## config.mk

```make
export PLATFORM = sky130hd
export DESIGN_NAME = lcd_controller
export DESIGN_NICKNAME = d
export VERILOG_FILES = /design/src/rtl/lcd_controller.sv
export SDC_FILE = /design/constraint.sdc
export NUM_CORES = 1
export LEC_CHECK = 0
export ABC_AREA = 1
export CELL_PAD_IN_SITES_DETAIL_PLACEMENT = 1
export CELL_PAD_IN_SITES_GLOBAL_PLACEMENT = 1
export CORE_AREA = 2 2 142 88
export DETAILED_ROUTE_END_ITERATION = 16
export DIE_AREA = 0 0 144 90
export PLACE_DENSITY_LB_ADDON = 0.2
export SYNTH_ARGS = -nofsm -noshare
export SYNTH_HDL_FRONTEND = slang
export SYNTH_SLANG_ARGS = --single-unit
```

## constraint.sdc

```tcl
create_clock -name clk -period 2.9 [get_ports clk]
set_input_delay 0.29 -clock clk [delete_from_list [all_inputs] [get_ports clk]]
set_output_delay 0.29 -clock clk [all_outputs]
set_load 0.05 [all_outputs]
```

## src/rtl/lcd_controller.sv

```systemverilog
`default_nettype none
// ============================================================================
// Module : lcd_controller
// Desc   : FIFO-buffered write controller for an HD44780-style LCD, 8/4-bit bus.
// Rev    : 1.0  initial release
// ============================================================================
module lcd_controller #(
    parameter int FIFO_DEPTH    = 8,
    parameter int BUS_4BIT      = 0,
    parameter int SETUP_CYC     = 2,
    parameter int PULSE_CYC     = 12,
    parameter int HOLD_CYC      = 2,
    parameter int EXEC_CYC      = 2000,
    parameter int LONG_EXEC_CYC = 80000
) (
    input  logic       clk,
    input  logic       rst_n,
    input  logic       rs,
    input  logic [7:0] wdata,
    input  logic       wenable,
    output logic       full,
    output logic       busy,
    output logic       overflow,
    output logic [7:0] lcd_data,
    output logic [1:0] lcd_ctrl,
    output logic       lcd_enable
);

    localparam int c_aw   = $clog2(FIFO_DEPTH);
    localparam int c_cntw = c_aw + 1;
    localparam int c_cw   = $clog2(LONG_EXEC_CYC + 1);

    localparam logic [c_cntw-1:0] c_cnt_full = c_cntw'(FIFO_DEPTH);
    localparam logic [c_cntw-1:0] c_cnt_one  = c_cntw'(1);
    localparam logic [c_aw-1:0]   c_ptr_one  = c_aw'(1);
    localparam logic [c_cw-1:0]   c_tmr_one  = c_cw'(1);
    localparam logic [c_cw-1:0]   c_setup_ld = c_cw'(SETUP_CYC - 1);
    localparam logic [c_cw-1:0]   c_pulse_ld = c_cw'(PULSE_CYC - 1);
    localparam logic [c_cw-1:0]   c_hold_ld  = c_cw'(HOLD_CYC - 1);
    localparam logic [c_cw-1:0]   c_exec_ld  = c_cw'(EXEC_CYC - 1);
    localparam logic [c_cw-1:0]   c_long_ld  = c_cw'(LONG_EXEC_CYC - 1);

    typedef enum logic [2:0] {
        S_IDLE  = 3'd0,
        S_SETUP = 3'd1,
        S_PULSE = 3'd2,
        S_HOLD  = 3'd3,
        S_WAIT  = 3'd4
    } state_t;

    state_t            r_state;
    state_t            w_state_nxt;
    logic [c_cw-1:0]   r_tmr;
    logic [c_cw-1:0]   w_tmr_nxt;
    logic              w_tmr_zero;

    logic [8:0]        r_mem [FIFO_DEPTH];
    logic [c_aw-1:0]   r_wr_ptr;
    logic [c_aw-1:0]   r_rd_ptr;
    logic [c_cntw-1:0] r_count;
    logic              w_full;
    logic              w_empty;
    logic              w_push;
    logic              w_pop;
    logic [8:0]        w_head;

    logic              w_ld_hi;
    logic              w_ld_lo;
    logic              w_en_nxt;
    logic              w_is_long;
    logic [7:0]        r_byte;
    logic              r_rs;
    logic              r_lo_phase;
    logic [7:0]        r_lcd_data;
    logic [1:0]        r_lcd_ctrl;
    logic              r_lcd_enable;
    logic              r_overflow;

    assign w_full     = (r_count == c_cnt_full);
    assign w_empty    = (r_count == '0);
    assign w_push     = wenable & ~w_full;
    assign w_head     = r_mem[r_rd_ptr];
    assign w_tmr_zero = (r_tmr == '0);
    // Clear display and return home need the long execution time.
    assign w_is_long  = ~r_rs & ((r_byte == 8'h01) | (r_byte == 8'h02) | (r_byte == 8'h03));

    assign full       = w_full;
    assign busy       = ~w_empty | (r_state != S_IDLE);
    assign overflow   = r_overflow;
    assign lcd_data   = r_lcd_data;
    assign lcd_ctrl   = r_lcd_ctrl;
    assign lcd_enable = r_lcd_enable;

    always_ff @(posedge clk) begin
        if (!rst_n) begin
            r_state <= S_IDLE;
            r_tmr   <= '0;
        end else begin
            r_state <= w_state_nxt;
            r_tmr   <= w_tmr_nxt;
        end
    end

    always_comb begin
        w_state_nxt = r_state;
        w_tmr_nxt   = r_tmr;
        w_en_nxt    = 1'b0;
        w_pop       = 1'b0;
        w_ld_hi     = 1'b0;
        w_ld_lo     = 1'b0;
        case (r_state)
            S_IDLE: begin
                if (!w_empty) begin
                    w_pop       = 1'b1;
                    w_ld_hi     = 1'b1;
                    w_state_nxt = S_SETUP;
                    w_tmr_nxt   = c_setup_ld;
                end
            end
            S_SETUP: begin
                if (w_tmr_zero) begin
                    w_state_nxt = S_PULSE;
                    w_tmr_nxt   = c_pulse_ld;
                    w_en_nxt    = 1'b1;
                end else begin
                    w_tmr_nxt   = r_tmr - c_tmr_one;
                end
            end
            S_PULSE: begin
                if (w_tmr_zero) begin
                    w_state_nxt = S_HOLD;
                    w_tmr_nxt   = c_hold_ld;
                end else begin
                    w_tmr_nxt   = r_tmr - c_tmr_one;
                    w_en_nxt    = 1'b1;
                end
            end
            S_HOLD: begin
                if (w_tmr_zero) begin
                    // In nibble mode the first HOLD hands over to the low nibble.
                    if ((BUS_4BIT != 0) && !r_lo_phase) begin
                        w_ld_lo     = 1'b1;
                        w_state_nxt = S_SETUP;
                        w_tmr_nxt   = c_setup_ld;
                    end else begin
                        w_state_nxt = S_WAIT;
                        w_tmr_nxt   = w_is_long ? c_long_ld : c_exec_ld;
                    end
                end else begin
                    w_tmr_nxt   = r_tmr - c_tmr_one;
                end
            end
            S_WAIT: begin
                if (w_tmr_zero) begin
                    w_state_nxt = S_IDLE;
                end else begin
                    w_tmr_nxt   = r_tmr - c_tmr_one;
                end
            end
            default: begin
                w_state_nxt = S_IDLE;
                w_tmr_nxt   = '0;
            end
        endcase
    end

    always_ff @(posedge clk) begin
        if (w_push) begin
            r_mem[r_wr_ptr] <= {rs, wdata};
        end
    end

    always_ff @(posedge clk) begin
        if (!rst_n) begin
            r_wr_ptr     <= '0;
            r_rd_ptr     <= '0;
            r_count      <= '0;
            r_overflow   <= 1'b0;
            r_byte       <= 8'h00;
            r_rs         <= 1'b0;
            r_lo_phase   <= 1'b0;
            r_lcd_data   <= 8'h00;
            r_lcd_ctrl   <= 2'b00;
            r_lcd_enable <= 1'b0;
        end else begin
            r_overflow   <= wenable & w_full;
            r_lcd_enable <= w_en_nxt;
            if (w_push) begin
                r_wr_ptr <= r_wr_ptr + c_ptr_one;
            end
            if (w_pop) begin
                r_rd_ptr <= r_rd_ptr + c_ptr_one;
            end
            case ({w_push, w_pop})
                2'b10:   r_count <= r_count + c_cnt_one;
                2'b01:   r_count <= r_count - c_cnt_one;
                default: r_count <= r_count;
            endcase
            if (w_ld_hi) begin
                r_byte     <= w_head[7:0];
                r_rs       <= w_head[8];
                r_lo_phase <= 1'b0;
                r_lcd_ctrl <= {w_head[8], 1'b0};
                r_lcd_data <= (BUS_4BIT != 0) ? {w_head[7:4], 4'h0} : w_head[7:0];
            end else if (w_ld_lo) begin
                r_lo_phase <= 1'b1;
                r_lcd_data <= {r_byte[3:0], 4'h0};
            end
        end
    end

endmodule
`default_nettype wire

```

==> run_1/flops_by_reg.png <==
Bar = 50 µm. Other sequential cells in the stronger grey, the rest of the logic in the fainter grey.
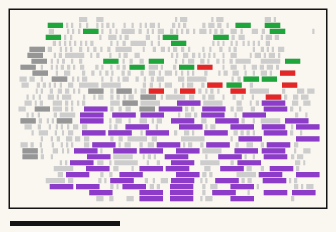
lcd_data -> red  # sequential cells 8
r_mem -> purple  # sequential cells 72
r_tmr -> green  # sequential cells 17
not coloured = 16

==> run_1/logic_types.png <==
Bar = 50 µm.
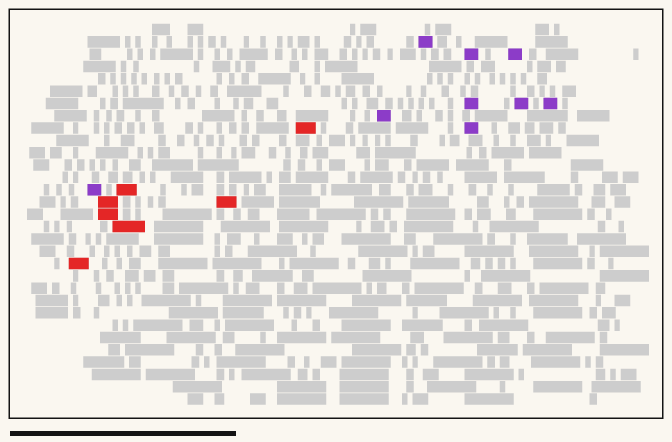
adder and majority cells -> red  # cells 7, most used ha_1, where left middle
XOR/XNOR gates -> purple  # cells 9, most used xor2_1

==> run_1/congestion.png <==
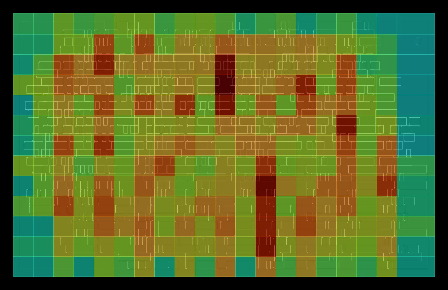
M1 GR Usage: 0.361
grt met2 use: 0.352
Final Util: 0.526
total track usage: 0.243
Routed WL per cell: 19.2 µm

==> impl_metrics.env, run 1 <==
# yosys + openroad results
export IMPL_yosys_top_cells_count="91 x nand2_1, 79 x nor2_1, 72 x edfxtp_1"
export IMPL_comb_share=0.307
export IMPL_synth_top_area_share=0.419
export IMPL_clk_share=0.0947
export IMPL_htree_num_levels=4
export IMPL_slew_headroom=0.403
export IMPL_fp_utilization=0.439
export IMPL_overflow=0
export IMPL_power_leader="combinational cells"
export IMPL_cts_resized_gates=0
export IMPL_synthAdderAreaFrac=0.0184
export IMPL_outcome="finished clean"
export IMPL_antenna_found_initial=1
export IMPL_lay_top_count="nand2_1"
export IMPL_powerSeq_uw=2120
export IMPL_path_clk_slew_ps=60
export IMPL_setup_ws_ps=496
export IMPL_nNonClkBuffers=39
export IMPL_min_period_ps=2400
export IMPL_arrival_ps=2710
==> run 2, diff against run 1 <==
Settings changed: CORE_AREA 2 2 142 88 to 2 2 147 91, DIE_AREA 0 0 144 90 to 0 0 149 93.
Clock period 2.9 ns to 2.02 ns, I/O delays scaled along.
==> impl_metrics.env, run 2 <==
# yosys + openroad results
export IMPL_power_leader="combinational cells"
export IMPL_arrival_ps=2170
export IMPL_met2_usage=0.330
export IMPL_dr_pass1_iters=4
export IMPL_report_final_slew_viol_count=0
export IMPL_fp_utilization=0.410
export IMPL_worstHoldEndpoint="overflow$_SDFF_PN0_"
export IMPL_antenna_found_initial=0
export IMPL_lay_top_count="nand2_1"
export IMPL_n_antenna_cell=0
export IMPL_min_period_ps=1860
export IMPL_outcome="finished clean"
export IMPL_synthAdderAreaFrac=0.0184
export IMPL_clk_share=0.0921
export IMPL_cts_resized_gates=4
export IMPL_tns_ps=0
export IMPL_totalPowerFinal_uw=10800
export IMPL_slew_headroom=0.638
export IMPL_cp_start_kind="flip-flop"
export IMPL_routedWlPerCell_um=18.3
export IMPL_nNonClkBuffers=59
export IMPL_overflow=0
export IMPL_most_common_cell="nand2_1"
export IMPL_path_clk_slew_ps=60
export IMPL_async_flop_share=0
export IMPL_warning_count=27
export IMPL_synth_top_area_share=0.419
export IMPL_taps=170
export IMPL_gp_congestion=0.857
export IMPL_regMostFlops="r_mem"
export IMPL_crit_path_top_delay_cell="dfxtp_2"
export IMPL_setup_ws_ps=157
export IMPL_rsz0062_at_grt="yes"
export IMPL_met1Wirelength_mm=7.17
export IMPL_num_multi_input_gates=361
export IMPL_whs_ps=363
export IMPL_startpoint="r_count[1]$_SDFFE_PN0P_"
export IMPL_yosys_top_cells_count="91 x nand2_1, 79 x nor2_1, 72 x edfxtp_1"
export IMPL_fp_row_count=32
export IMPL_grt_usage=0.220
==> run_2/logic_types.png <==
Bar = 50 µm.
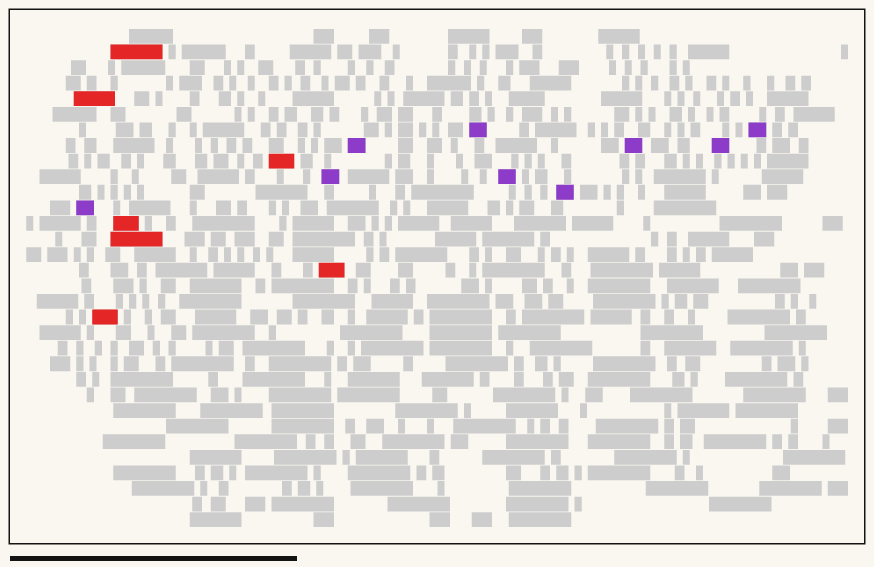
non-filler cells, final: 778
logic share of the area: 0.303

==> run_2/flops_by_reg.png <==
Bar = 50 µm. Other sequential cells in the stronger grey, the rest of the logic in the fainter grey.
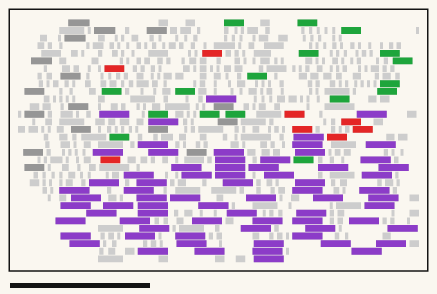
Final Util: 0.511
sequential share of cell area: 0.465
Flop area: 2990 µm²
sequential power: 3050 µW

Power is estimated from default activity; no workload was simulated.
